`src/rtl/alarm_edit_controller.sv`:
```
// Alarm-setting sequencer: SET hold enters/commits edit mode, short SET toggles field,
// INC bumps the selected shadow field, inactivity aborts the edit.
module alarm_edit_controller #(
  parameter int unsigned HOLD_S    = 5,
  parameter int unsigned TIMEOUT_S = 10
) (
  input  logic       clk,
  input  logic       rst,
  input  logic       tick,
  input  logic       set_btn,
  input  logic       inc_btn,
  output logic [4:0] alarm_hh,
  output logic [5:0] alarm_mm,
  output logic [4:0] disp_hh,
  output logic [5:0] disp_mm,
  output logic       edit_mode,
  output logic       field,
  output logic [2:0] hold_left,
  output logic       saved,
  output logic       timed_out
);

  localparam logic [2:0] IDLE       = 3'd0;
  localparam logic [2:0] HOLD_ENTER = 3'd1;
  localparam logic [2:0] EDIT_HH    = 3'd2;
  localparam logic [2:0] EDIT_MM    = 3'd3;
  localparam logic [2:0] HOLD_SAVE  = 3'd4;

  localparam logic [2:0] HOLD_INIT = 3'(HOLD_S);
  localparam logic [3:0] TIMEOUT_V = 4'(TIMEOUT_S);

  logic [2:0] state, state_n;
  logic       set_q;
  logic       set_rise;
  logic [3:0] idle_cnt, idle_n;
  logic [4:0] sh_hh, sh_hh_n;
  logic [5:0] sh_mm, sh_mm_n;
  logic [2:0] hold_n;
  logic [4:0] al_hh_n, disp_hh_n;
  logic [5:0] al_mm_n, disp_mm_n;
  logic       field_n, saved_n, timed_out_n, edit_n;

  assign set_rise = set_btn & ~set_q;

  // State and registered outputs
  always_ff @(posedge clk) begin
    if (rst) begin
      state     <= IDLE;
      set_q     <= 1'b0;
      idle_cnt  <= 4'd0;
      sh_hh     <= 5'd0;
      sh_mm     <= 6'd0;
      alarm_hh  <= 5'd0;
      alarm_mm  <= 6'd0;
      disp_hh   <= 5'd0;
      disp_mm   <= 6'd0;
      edit_mode <= 1'b0;
      field     <= 1'b0;
      hold_left <= HOLD_INIT;
      saved     <= 1'b0;
      timed_out <= 1'b0;
    end else begin
      state     <= state_n;
      set_q     <= set_btn;
      idle_cnt  <= idle_n;
      sh_hh     <= sh_hh_n;
      sh_mm     <= sh_mm_n;
      alarm_hh  <= al_hh_n;
      alarm_mm  <= al_mm_n;
      disp_hh   <= disp_hh_n;
      disp_mm   <= disp_mm_n;
      edit_mode <= edit_n;
      field     <= field_n;
      hold_left <= hold_n;
      saved     <= saved_n;
      timed_out <= timed_out_n;
    end
  end

  // Next-state and next-output logic
  always_comb begin
    state_n     = state;
    idle_n      = idle_cnt;
    sh_hh_n     = sh_hh;
    sh_mm_n     = sh_mm;
    al_hh_n     = alarm_hh;
    al_mm_n     = alarm_mm;
    hold_n      = hold_left;
    field_n     = field;
    saved_n     = 1'b0;
    timed_out_n = 1'b0;
    edit_n      = 1'b0;
    disp_hh_n   = alarm_hh;
    disp_mm_n   = alarm_mm;

    case (state)
      IDLE: begin
        if (set_rise) begin
          state_n = HOLD_ENTER;
          hold_n  = HOLD_INIT;
        end
      end
      HOLD_ENTER: begin
        if (!set_btn) begin
          state_n = IDLE;
          hold_n  = HOLD_INIT;
        end else if (tick) begin
          if (hold_left == 3'd1) begin
            state_n = EDIT_HH;
            sh_hh_n = alarm_hh;
            sh_mm_n = alarm_mm;
            field_n = 1'b0;
            idle_n  = 4'd0;
            hold_n  = HOLD_INIT;
          end else begin
            hold_n = hold_left - 3'd1;
          end
        end
      end
      EDIT_HH, EDIT_MM: begin
        if (inc_btn) begin
          idle_n = 4'd0;
          if (state == EDIT_HH) sh_hh_n = (sh_hh == 5'd23) ? 5'd0 : sh_hh + 5'd1;
          else                  sh_mm_n = (sh_mm == 6'd59) ? 6'd0 : sh_mm + 6'd1;
        end
        if (set_rise) begin
          state_n = HOLD_SAVE;
          hold_n  = HOLD_INIT;
          idle_n  = 4'd0;
        end else if (tick && !inc_btn) begin
          // Quiet tick: advance inactivity count, abort when it reaches the limit
          if (idle_cnt + 4'd1 == TIMEOUT_V) begin
            state_n     = IDLE;
            idle_n      = 4'd0;
            timed_out_n = 1'b1;
          end else begin
            idle_n = idle_cnt + 4'd1;
          end
        end
      end
      HOLD_SAVE: begin
        idle_n = 4'd0;
        if (!set_btn) begin
          state_n = field ? EDIT_HH : EDIT_MM;
          field_n = ~field;
          hold_n  = HOLD_INIT;
        end else if (tick) begin
          if (hold_left == 3'd1) begin
            state_n = IDLE;
            al_hh_n = sh_hh;
            al_mm_n = sh_mm;
            saved_n = 1'b1;
            hold_n  = HOLD_INIT;
          end else begin
            hold_n = hold_left - 3'd1;
          end
        end
      end
      default: begin
        state_n = IDLE;
        hold_n  = HOLD_INIT;
      end
    endcase

    edit_n    = (state_n == EDIT_HH) || (state_n == EDIT_MM) || (state_n == HOLD_SAVE);
    disp_hh_n = edit_n ? sh_hh_n : al_hh_n;
    disp_mm_n = edit_n ? sh_mm_n : al_mm_n;
  end

endmodule

```
`config.mk`:
```
export PLATFORM = sky130hd
export DESIGN_NAME = alarm_edit_controller
export DESIGN_NICKNAME = d
export VERILOG_FILES = /design/src/rtl/alarm_edit_controller.sv
export SDC_FILE = /design/constraint.sdc
export NUM_CORES = 1
export LEC_CHECK = 0
export CORE_ASPECT_RATIO = 1.5
export CORE_MARGIN = 2
export CORE_UTILIZATION = 45
export DETAILED_ROUTE_END_ITERATION = 8
export PLACE_DENSITY = 0.68
export SETUP_SLACK_MARGIN = 0.02
export SYNTH_ARGS = -nofsm -noshare
export SYNTH_HDL_FRONTEND = slang
export SYNTH_SLANG_ARGS = --single-unit
```
`constraint.sdc`:
```
create_clock -name clk -period 2.11 [get_ports clk]
set_input_delay 0.422 -clock clk [delete_from_list [all_inputs] [get_ports clk]]
set_output_delay 0.422 -clock clk [all_outputs]
set_load 0.01 [all_outputs]
```
### The metal 3 layer, run 1

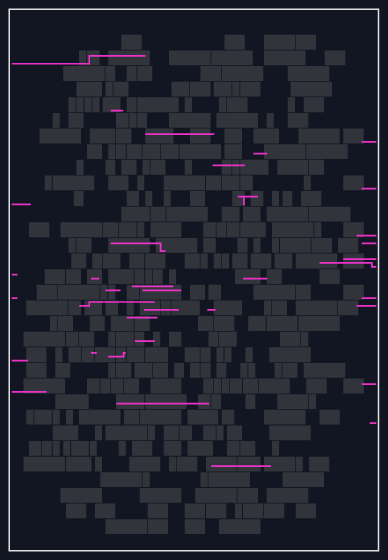
nets with wire on the layer: 30
longest straight run: 15.9 µm
share of all routed wire: 3.3%
wire length on this layer: 186 µm
main direction: horizontal
M3 GR Usage: 3.477%
via count: 2141
final wirelength: 5701 µm

### Sizing map, run 1

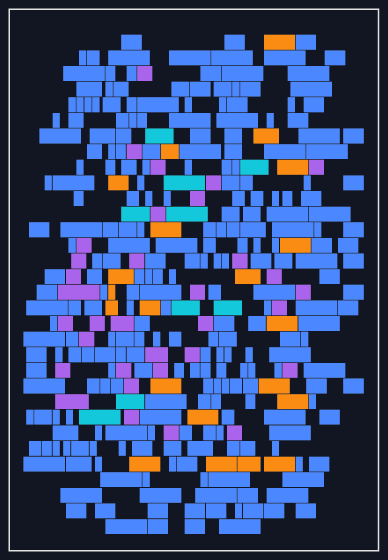
legend:
  blue:
    size: drive 1 or less
    cells: 256
    most_used: dfxtp_1
  orange:
    size: drive 2
    cells: 21
    most_used: a2bb2oi_2
  cyan:
    size: drive 6 and up
    cells: 9
    most_used: clkbuf_8
  purple:
    size: drive 3 to 4
    cells: 33
    most_used: buf_4
worst setup margin: 0.2224 ns
post-route design area: 0.003110 mm²

### Congestion heat map, run 1

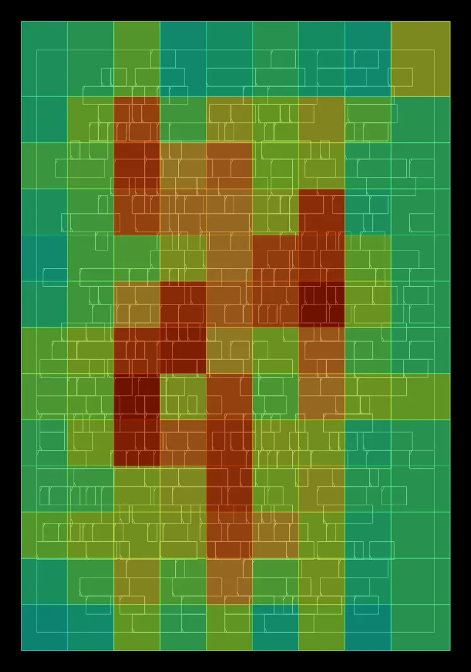
grt peak-use layer: met2
gr usage total: 20.12%
met2 GRT Util: 36.37%
met1 Usage GRT: 22.79%

### Clock distribution, run 1

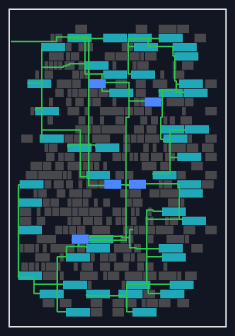
legend:
  green:
    item: clock wires
    length: 600 µm
  cyan:
    item: flip-flops
    count: 48
  blue:
    item: cells driving clock nets
    count: 5
flops lie: spread over the die
clock network fraction of total power: 35.6%
Final Skew: 0.01368 ns
worst skew pair latency: 0.31 ns

==> reports/metrics.cfg, run 1 <==
[power_and_ir_drop]
seqPwrFrac_pct=57.2
combPwrFrac_pct=7.1
p_comb_w=0.000114
leakage_nw=1.160
peakVddDrop_v=0.0003280
sw_frac_of_total_pct=23.12
power_switching_w=0.0003704
p_int_w=0.001232
total_power_w=0.001603

[drt]
wl_met2_um=3056
avgViaCountPerCell=5.532
dr_wl_met3_um=186
highest_layer=met4
drc=0
drtPass1Iterations=4
drtAntennaViolNets=0

[critical_path]
cp-end-kind=flop
required_ns=2.35
crit_buf_inv=1
r2r-start=state[1]
rr_worst_depth=6
r2r-end=disp_hh[2]
crit_path_start_kind=flop
cp_top_family=AND-OR/OR-AND gates
critical_path_class=reg2reg
worstSetupStartpoint=state[1]
worstPathMaxFanout=12

[final_timing]
holdWs_ns=0.5474
fmax_mhz=529.8
slew_violations=0
finalSetupTns_ns=0
hold_viol=0
timing.final.crit_share_pct=89.46
final-setup-viol-count=0
rsz0062_at_grt=no
timing.slew.headroom_pct=58.65

[clocking]
cts_buffers=5
clkTransAtPathRegs_ns=0.09
cts-root-buf=clkbuf_8
cts_tree=built
post_cts.repair.setup_buffers=0
ctsResizeCount=0
postCtsHoldBufs=0
cts_sinks=48
cts_buffer_depth=2
ctsHtreeMaxLevel=2

[synthesis]
top_logic_kind=simple AND/OR/NAND/NOR gates
ys_sh_xor_pct=0.7205
synth_cell_type_count=59
syn_area_mm2=0.002431
synth_flop_count=48
syn_nets=273
synth_adder_area_share_pct=3.088
synth.most_common_cell=dfxtp_1
common_cells=dfxtp_1 (48), nor2_1 (44), nand2_1 (17), mux2i_1 (12), a21oi_1 (11)
yosysTopAreaCell=dfxtp_1
synthAoiAreaFrac_pct=22.34
ys_warn_count=0
async_flop_share_pct=0
ys.flop_type=dfxtp_1
ys_cells=262
simple_gate_area_share_pct=23.57
ys_seq_share_pct=39.53
syn_inst=262
edf_count=0
topCellsByArea=dfxtp_1 (40%), nor2_1 (6.8%), a2bb2oi_2 (5.6%), mux2i_1 (4.9%), ha_1 (3.1%)

[cells_and_area]
comb_share_pct=43.08
fillCellCount=461
utilization_pct=60.22
reg.largest.list=alarm_mm (6), disp_mm (6), sh_mm (6)
stdcell_count=387
nonClkBufAreaFrac_pct=19.31
drive_gt1_share_pct=19.75
diodes=0
logic_gates=191
syn2layout_area_growth_pct=27.95
nets=329
nFlopsAndLatches=48
nonClockInverterCount=8
seq_share_pct=30.89
mostFrequentLayoutCells=dfxtp_1 (48), nor2_1 (44), clkdlybuf4s50_1 (33), buf_4 (28), nand2_1 (17)

[floorplanning]
fp-utilization_pct=47.07
io-pin-count=34
die_h_um=94.02
nWellTaps=68
core_mm2=0.005165
die_w_um=64.02

[placement]
dp.cells=379
dp_hpwl_um=4205
gp_congestion=0.9050
dp_slack_ns=-0.1037
dpl_cell_area_mm2=0.003017
io_buffers=33

[hold_path]
hp-start=hold_left[2]
holdPathEnd=hold_left[2]
worstHoldPathCells=2
hold_path_class=reg2reg

[status]
status=finished, final reports clean

[global_routing]
grt_pass1_vias=2040
grt_pass1_wl_um=9494
grt_max_degree=15

[flow_run]
cap_violations=0

### Gate-type map, run 1

The bar under the picture is 20 µm long.
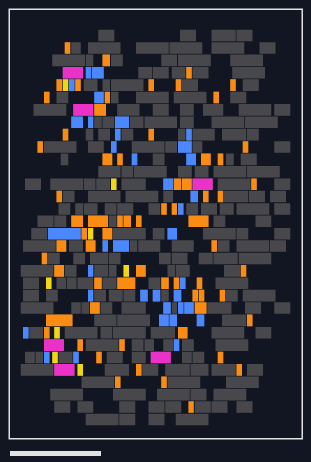

## Run 2: what changed since run 1
- CORE_MARGIN: 2 -> 10
- clock period: 2.11 -> 1.8 ns (I/O delays scaled with it)
### Gate-type map, run 2

The bar under the picture is 20 µm long.
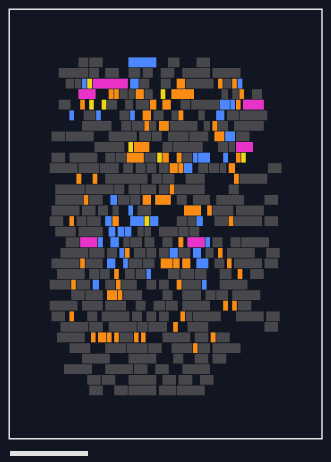
legend:
  yellow:
    family: inverters
    cells: 8
    most_used: inv_1
  blue:
    family: NAND gates
    cells: 36
    most_used: nand2_1
  magenta:
    family: adder and majority cells
    cells: 6
    most_used: ha_1
  orange:
    family: NOR gates
    cells: 66
    most_used: nor2_1

### The metal 3 layer, run 2

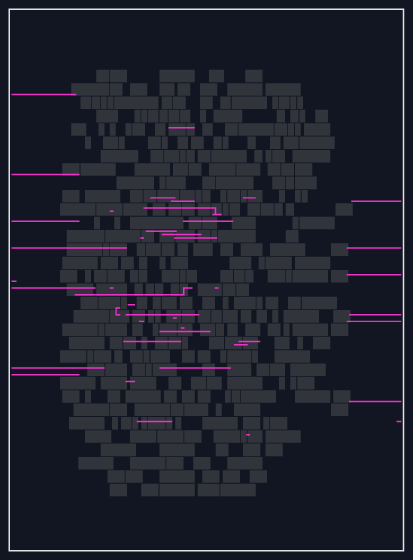
wire length on this layer: 340 µm
nets with wire on the layer: 33

### Clock distribution, run 2

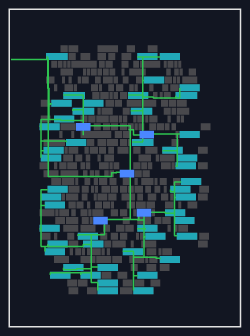
legend:
  blue:
    item: cells driving clock nets
    count: 5
  green:
    item: clock wires
    length: 536 µm
  cyan:
    item: flip-flops
    count: 48
routed clock nets: 6
clock network fraction of total power: 40.4%
worst skew pair latency: 0.30 ns
Clk power: 0.000830 W

==> run 2 against run 1 <==
Against the previous run: clock skew fell by 0.0068 ns; via count rose by 5.5%; clock power rose by 45%; critical path type unchanged; highest routed layer unchanged; critical endpoint is now disp_hh[3]; largest power group unchanged; clock-buffer cell count did not move; sequential power rose by about 20%.
==> reports/metrics.cfg, run 2 <==
[power_and_ir_drop]
seqPwrFrac_pct=52.5  ; -4.7 points
p_comb_w=0.000145  ; +27%
combPwrFrac_pct=7.1  ; about the same
sw_frac_of_total_pct=20.46  ; -2.7 points
total_power_w=0.002052  ; +28%

[placement]
dpl_cell_area_mm2=0.003162  ; +4.8%
io_buffers=33  ; unchanged
dp.cells=401  ; +5.8%
dp_slack_ns=-0.3699  ; -0.2663 ns
gp_congestion=0.9547  ; +5.5%

[cells_and_area]
stdcell_count=411  ; +6.2%
drive_gt1_share_pct=30.90  ; +11 points
design_area_mm2=0.003381  ; +8.7%
utilization_pct=64.95  ; +4.7 points
diodes=0  ; unchanged
mostFrequentLayoutCells=buf_4 (53), nor2_1 (44), dfxtp_1 (42), clkdlybuf4s50_1 (30), nand2_1 (15)
nonClockInverterCount=8  ; unchanged
nFlopsAndLatches=48  ; unchanged

[critical_path]
r2r-start=hold_left[1]
crit_path_start_kind=flop
worstPathMaxFanout=6  ; -6
worstSetupStartpoint=hold_left[1]
required_ns=2.03  ; -0.32 ns

[final_timing]
hold_viol=0  ; unchanged
timing.slew.headroom_pct=63.76  ; +5.1 points
holdWs_ns=0.5122  ; -0.03516 ns
slew_violations=0  ; unchanged
fmax_mhz=566.8  ; +7.0%
timing.final.crit_share_pct=98.01  ; +8.5 points

[synthesis]
top_logic_kind=simple AND/OR/NAND/NOR gates
synth_cell_type_count=59  ; unchanged
synth_flop_count=48  ; unchanged
ys.flop_type=dfxtp_1
syn_inst=262  ; unchanged
synth.most_common_cell=dfxtp_1
topCellsByArea=dfxtp_1 (40%), nor2_1 (6.8%), a2bb2oi_2 (5.6%), mux2i_1 (4.9%), ha_1 (3.1%)
ys_cells=262  ; unchanged
simple_gate_area_share_pct=23.57  ; unchanged
async_flop_share_pct=0  ; unchanged
ys_sh_xor_pct=0.7205  ; unchanged
ys_seq_share_pct=39.53  ; unchanged

[drt]
wl_met2_um=3371  ; +10%
drc=0  ; unchanged
highest_layer=met4
avgViaCountPerCell=5.494  ; -0.69%
dr_wl_met3_um=339  ; +82%
num_vias=2258  ; +5.5%
drtAntennaViolNets=0  ; unchanged
drtPass1Iterations=4  ; unchanged

[global_routing]
grt_max_degree=15  ; unchanged
busiest_layer=met2
grt_pass1_vias=2242  ; +9.9%

[status]
status=finished, final reports clean

[hold_path]
hp-start=state[0]
worstHoldPathCells=1  ; -1

[clocking]
ctsResizeCount=8  ; +8
clkTransAtPathRegs_ns=0.08  ; about the same
post_cts.repair.setup_buffers=0  ; unchanged
cts_buffer_depth=2  ; unchanged

[flow_run]
cap_violations=0  ; unchanged

[floorplanning]
core_mm2=0.005205  ; +0.78%
die_w_um=80.02  ; +25%

### Sizing map, run 2

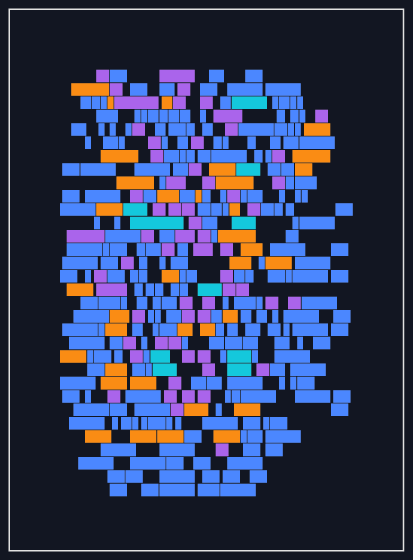

## Run 3: what changed since run 2
- CORE_MARGIN: 10 -> 1
### Sizing map, run 3

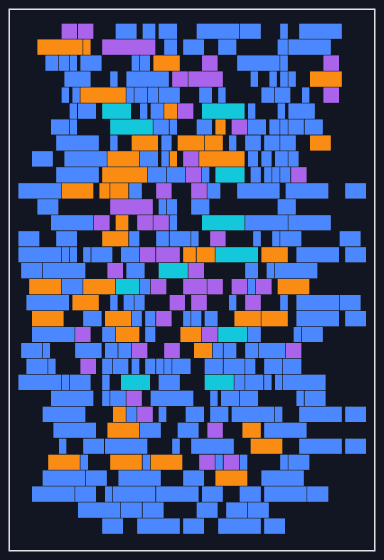
legend:
  blue:
    size: drive 1 or less
    cells: 235
    most_used: dfxtp_1
  cyan:
    size: drive 6 and up
    cells: 11
    most_used: clkbuf_8
  orange:
    size: drive 2
    cells: 42
    most_used: a2bb2oi_2
  purple:
    size: drive 3 to 4
    cells: 44
    most_used: buf_4

### The metal 3 layer, run 3

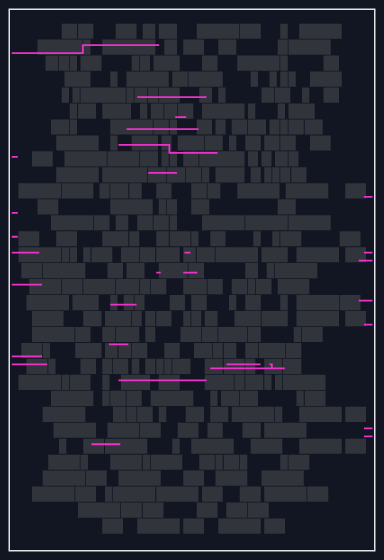
longest straight run: 14.7 µm
wire length on this layer: 154 µm

==> run 3 against run 2 <==
Against the previous run: clock power fell by about 20%; via count decreased by 4.0%; global-route usage is 7.3 points higher; critical endpoint is now disp_mm[4].
==> reports/metrics.cfg, run 3 <==
[critical_path]
crit_path_start_kind=flop
required_ns=1.99  ; -0.04 ns
worstPathMaxFanout=6  ; unchanged
worstSetupStartpoint=hold_left[1]
r2r-start=hold_left[1]

[global_routing]
busiest_layer=met2
grt_pass1_wl_um=9425
grt_pass1_vias=2128  ; -5.1%
grt_max_degree=15  ; unchanged

[synthesis]
topCellsByArea=dfxtp_1 (40%), nor2_1 (6.8%), a2bb2oi_2 (5.6%), mux2i_1 (4.9%), ha_1 (3.1%)
synth_cell_type_count=59  ; unchanged
yosys_area_mm2=0.002431
ys_cells=262  ; unchanged
ys_seq_share_pct=39.53  ; unchanged
syn_inst=262  ; unchanged
ys_sh_xor_pct=0.7205  ; unchanged
simple_gate_area_share_pct=23.57  ; unchanged
ys.flop_type=dfxtp_1
synth.most_common_cell=dfxtp_1
top_logic_kind=simple AND/OR/NAND/NOR gates
async_flop_share_pct=0  ; unchanged
syn_area_mm2=0.002431
synth_flop_count=48  ; unchanged

[drt]
drtPass1Iterations=4  ; unchanged
avgViaCountPerCell=5.420  ; -1.3%
drc=0  ; unchanged
drtAntennaViolNets=0  ; unchanged
wl_met2_um=3022  ; -10%
num_vias=2168  ; -4.0%
dr_wl_met3_um=153  ; -55%

[cells_and_area]
seq_area_um2=965.9
buffers=77
nets=342
diodes=0  ; unchanged
stdcell_count=400  ; -2.7%
clockBufferCount=6
mostFrequentLayoutCells=dfxtp_1 (44), nor2_1 (42), buf_4 (39), clkdlybuf4s50_1 (31), nand2_1 (16)
nonClockInverterCount=8  ; unchanged
nFlopsAndLatches=48  ; unchanged
drive_gt1_share_pct=29.22  ; -1.7 points
design_area_mm2=0.003296  ; -2.5%
nonClkBufAreaFrac_pct=21.60

[floorplanning]
nWellTaps=68
core_mm2=0.005165  ; -0.77%
chipArea_mm2=0.005707
die_w_um=62.02  ; -22%

[power_and_ir_drop]
clkPwrFrac_pct=35.2  ; -5.2 points
p_comb_w=0.000143  ; about the same
total_power_w=0.001882  ; -8.3%
sw_frac_of_total_pct=23.21  ; +2.8 points
seqPwrFrac_pct=57.2  ; +4.7 points
clk-power_w=0.000663  ; -20%
combPwrFrac_pct=7.6  ; +0.5 points
p_per_area_mw_per_mm2=571.1

[status]
status=finished, final reports clean

[placement]
dp.cells=391  ; -2.5%
gp_congestion=0.8649  ; -9.4%
dpl_cell_area_mm2=0.003124  ; -1.2%
io_buffers=33  ; unchanged
dp_slack_ns=-0.4962  ; -0.1262 ns

[final_timing]
timing.final.crit_share_pct=98.49  ; +0.48 points
hold_viol=0  ; unchanged
timing.slew.headroom_pct=70.53  ; +6.8 points
fmax_mhz=564.1  ; -0.49%
slew_violations=0  ; unchanged

[flow_run]
cap_violations=0  ; unchanged

[hold_path]
hp-start=idle_cnt[2]
worstHoldPathCells=2  ; +1

[clocking]
clkTransAtPathRegs_ns=0.09  ; about the same
post_cts.repair.setup_buffers=0  ; unchanged
cts_buffer_depth=2  ; unchanged

### Congestion heat map, run 3

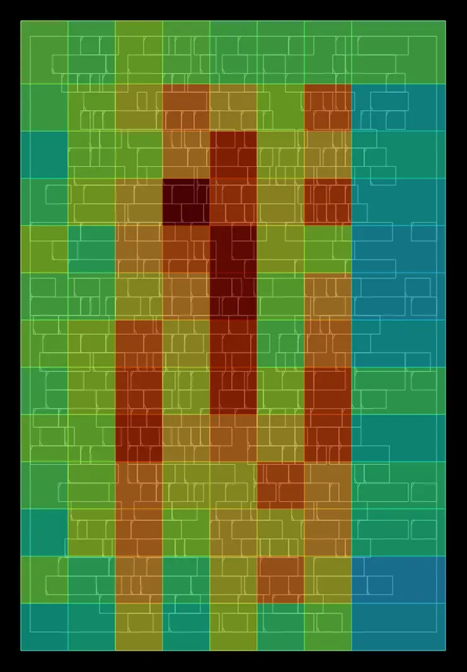
gr usage total: 21.71%
M3 GR Usage: 3.808%
fin util: 63.81%
met2 GRT Util: 36.17%
Routed WL per cell: 14.21 µm

Power figures rest on the tool's default switching activity, not on a simulated workload.
